--- config.mk ---
export PLATFORM = sky130hd
export DESIGN_NAME = pico_ctrl_sequencer
export DESIGN_NICKNAME = d
export VERILOG_FILES = /design/src/rtl/pico_ctrl_sequencer.sv
export SDC_FILE = /design/constraint.sdc
export NUM_CORES = 1
export LEC_CHECK = 0
export CAP_MARGIN = 10
export CORE_MARGIN = 5
export CORE_UTILIZATION = 54
export DETAILED_ROUTE_END_ITERATION = 16
export PLACE_DENSITY = 0.91
export SYNTH_ARGS = -nofsm -noshare
export SYNTH_HDL_FRONTEND = slang
export SYNTH_SLANG_ARGS = --single-unit
--- constraint.sdc ---
create_clock -name clk -period 3.3 [get_ports clk]
set_clock_uncertainty 0.2 [all_clocks]
set_input_delay 0.33 -clock clk [delete_from_list [all_inputs] [get_ports clk]]
set_output_delay 0.33 -clock clk [all_outputs]
set_load 0.02 [all_outputs]
--- src/rtl/pico_ctrl_sequencer.sv ---
// PicoCtrl execution core: one instruction per cycle from a combinational ROM, registered PC/outputs.
// Optional macro PICO_CALL_STACK_EN adds a one-deep call/return register.
module pico_ctrl_sequencer #(
    parameter int ADDR_W      = 5,
    parameter int SYNC_STAGES = 2
) (
    input  logic              clk,
    input  logic              reset_n,
    input  logic              en,
    input  logic              restart,
    input  logic [2:0]        cond_in,
    output logic [ADDR_W-1:0] rom_addr,
    input  logic [15:0]       rom_data,
    output logic [31:0]       out_regs,
    output logic [3:0]        out_wr,
    output logic              halted,
    output logic              busy_wait
);

    typedef enum logic [1:0] {
        ST_RUN  = 2'd0,
        ST_WAIT = 2'd1,
        ST_HALT = 2'd2
    } state_t;

    localparam logic [2:0] ACT_WRITE = 3'b001;
    localparam logic [2:0] ACT_JUMP  = 3'b010;
    localparam logic [2:0] ACT_WAIT  = 3'b011;
    localparam logic [2:0] ACT_HALT  = 3'b100;
`ifdef PICO_CALL_STACK_EN
    localparam logic [2:0] ACT_CALL  = 3'b101;
    localparam logic [2:0] ACT_RET   = 3'b110;
`endif

    state_t            state;
    logic [ADDR_W-1:0] pc;
    logic [7:0]        wait_cnt;
    logic [2:0]        sync_q [SYNC_STAGES];
`ifdef PICO_CALL_STACK_EN
    logic [ADDR_W-1:0] ret_addr;
`endif

    logic [2:0]        cond_s;
    logic [2:0]        cond_code;
    logic [2:0]        act;
    logic [1:0]        ridx;
    logic [7:0]        imm;
    logic [ADDR_W-1:0] pc_inc;
    logic [ADDR_W-1:0] target;
    logic              cond_true;

    assign rom_addr  = pc;
    assign cond_s    = sync_q[SYNC_STAGES-1];
    assign cond_code = rom_data[15:13];
    assign act       = rom_data[12:10];
    assign ridx      = rom_data[9:8];
    assign imm       = rom_data[7:0];
    assign target    = rom_data[ADDR_W-1:0];
    assign pc_inc    = pc + ADDR_W'(1);

    // Codes 01x..11x: bit 0 selects the polarity, bits 2:1 select which input (1..3 -> c0..c2).
    always_comb begin
        cond_true = 1'b0;
        case (cond_code)
            3'b000:  cond_true = 1'b1;
            3'b001:  cond_true = 1'b0;
            3'b010:  cond_true = ~cond_s[0];
            3'b011:  cond_true =  cond_s[0];
            3'b100:  cond_true = ~cond_s[1];
            3'b101:  cond_true =  cond_s[1];
            3'b110:  cond_true = ~cond_s[2];
            default: cond_true =  cond_s[2];
        endcase
    end

    always_ff @(posedge clk or negedge reset_n) begin
        if (!reset_n) begin
            for (int i = 0; i < SYNC_STAGES; i++) sync_q[i] <= '0;
        end else begin
            sync_q[0] <= cond_in;
            for (int i = 1; i < SYNC_STAGES; i++) sync_q[i] <= sync_q[i-1];
        end
    end

    always_ff @(posedge clk or negedge reset_n) begin
        if (!reset_n) begin
            state     <= ST_RUN;
            pc        <= '0;
            wait_cnt  <= '0;
            out_regs  <= '0;
            out_wr    <= '0;
            halted    <= 1'b0;
            busy_wait <= 1'b0;
`ifdef PICO_CALL_STACK_EN
            ret_addr  <= '0;
`endif
        end else begin
            out_wr <= '0;
            if (restart) begin
                state     <= ST_RUN;
                pc        <= '0;
                wait_cnt  <= '0;
                halted    <= 1'b0;
                busy_wait <= 1'b0;
            end else if (en) begin
                case (state)
                    ST_RUN: begin
                        pc <= pc_inc;
                        if (cond_true) begin
                            case (act)
                                ACT_WRITE: begin
                                    out_regs[{ridx, 3'b000} +: 8] <= imm;
                                    out_wr[ridx]                  <= 1'b1;
                                end
                                ACT_JUMP: pc <= target;
                                ACT_WAIT: begin
                                    pc        <= pc;
                                    wait_cnt  <= imm;
                                    state     <= ST_WAIT;
                                    busy_wait <= 1'b1;
                                end
                                ACT_HALT: begin
                                    pc     <= pc;
                                    state  <= ST_HALT;
                                    halted <= 1'b1;
                                end
`ifdef PICO_CALL_STACK_EN
                                ACT_CALL: begin
                                    ret_addr <= pc_inc;
                                    pc       <= target;
                                end
                                ACT_RET: pc <= ret_addr;
`endif
                                default: ;
                            endcase
                        end
                    end
                    // The cycle that finds the counter at zero is the last WAIT cycle.
                    ST_WAIT: begin
                        if (wait_cnt == 8'd0) begin
                            pc        <= pc_inc;
                            state     <= ST_RUN;
                            busy_wait <= 1'b0;
                        end else begin
                            wait_cnt <= wait_cnt - 8'd1;
                        end
                    end
                    ST_HALT: ;
                    default: begin
                        state     <= ST_RUN;
                        halted    <= 1'b0;
                        busy_wait <= 1'b0;
                    end
                endcase
            end
        end
    end

endmodule

Figure 1. Metal 2.
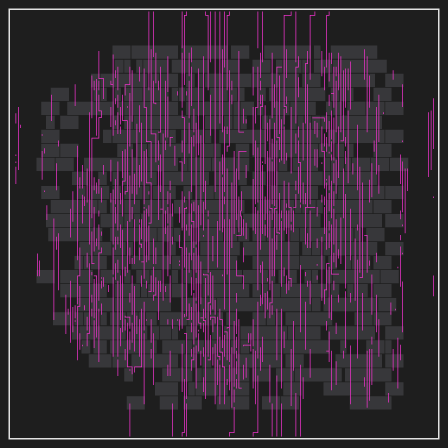
wire length on this layer = 3780 um
longest straight run = 34.8 um
main direction = vertical
nets with wire on the layer = 352

Figure 2. Metal 1.
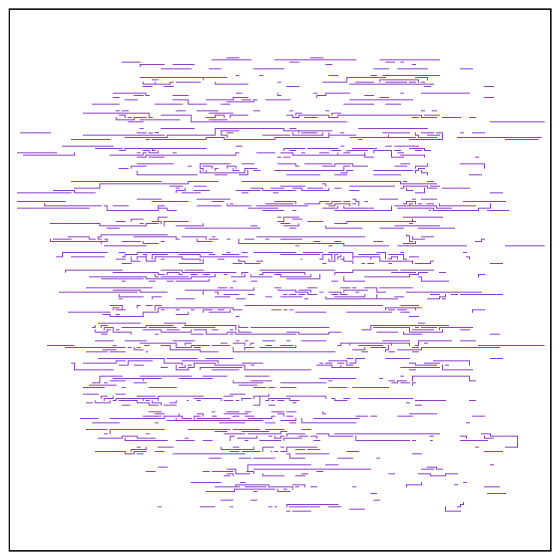
main direction = horizontal
share of all routed wire = 40%

==> flow_metrics.env <==
# physical design summary
export IMPL_status="complete, but fails checks"
export IMPL_violated_checks="negative hold slack"
export IMPL_power_top_consumer="registers"
export IMPL_critical_path_arrival_ns=2.64
export IMPL_finalHoldViolations=18
export IMPL_fillerInstances=376
export IMPL_place_hpwl_um=5225
export IMPL_inverters=13
export IMPL_sequentialPowerShare=0.410
export IMPL_cts_tree="done"
export IMPL_worst_ep_required_time_ns=3.29
export IMPL_postRouteAntennaNets=0
export IMPL_total_switching_power_mw=0.5532
export IMPL_rsz0062_at_grt="false"
export IMPL_route_layer_met1_wl_um=2986
export IMPL_wl_met2_um=3780
export IMPL_drt_first_pass_iters=6
export IMPL_crit_path_cell_trace="inv_1 > ha_1 > clkinv_1 > a311oi_1 > a211o_1 > or2_4 > o21ai_0"
export IMPL_hold_worst_slack_ns=-0.008296
export IMPL_start_kind="flop"
export IMPL_cellPowerDensity_nw_per_um2=520.8
export IMPL_timing_critical_path_to_type="flop"
export IMPL_h_tree_depth=3
export IMPL_total_leakage_power_nw=1.714
export IMPL_clock_buffer_count=11
export IMPL_post_synth_mux_area_share=0.02523
export IMPL_syn_num_nets=334
export IMPL_dpl_cell_count=434
export IMPL_synth_top_flop_cell="dfrtp_1"
export IMPL_area_leaders="dfrtp_1 51%, nand2_1 11%, o21ai_0 7.0%, ha_1 4.8%, o31ai_1 2.1%"
Figure 3. Cell outlines without signal wires.
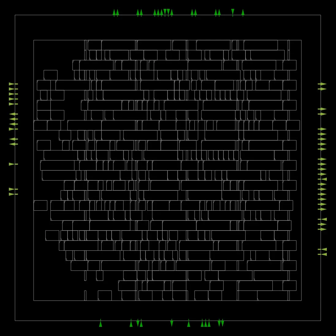
share of the core filled with cells: 0.7524
Cell Rows: 26
post-layout instance count excluding filler cells: 450
proportion of cell area occupied by registers: 0.3818

Figure 4. Where the registers sit.
Other sequential cells in the stronger grey, the rest of the logic in the fainter grey.
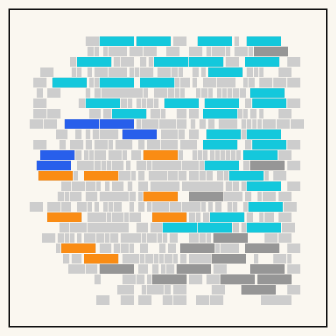
wait_cnt -> orange  # flops 8
out_regs -> cyan  # flops 32
rom_addr -> blue  # flops 5, where left middle
not coloured = 14

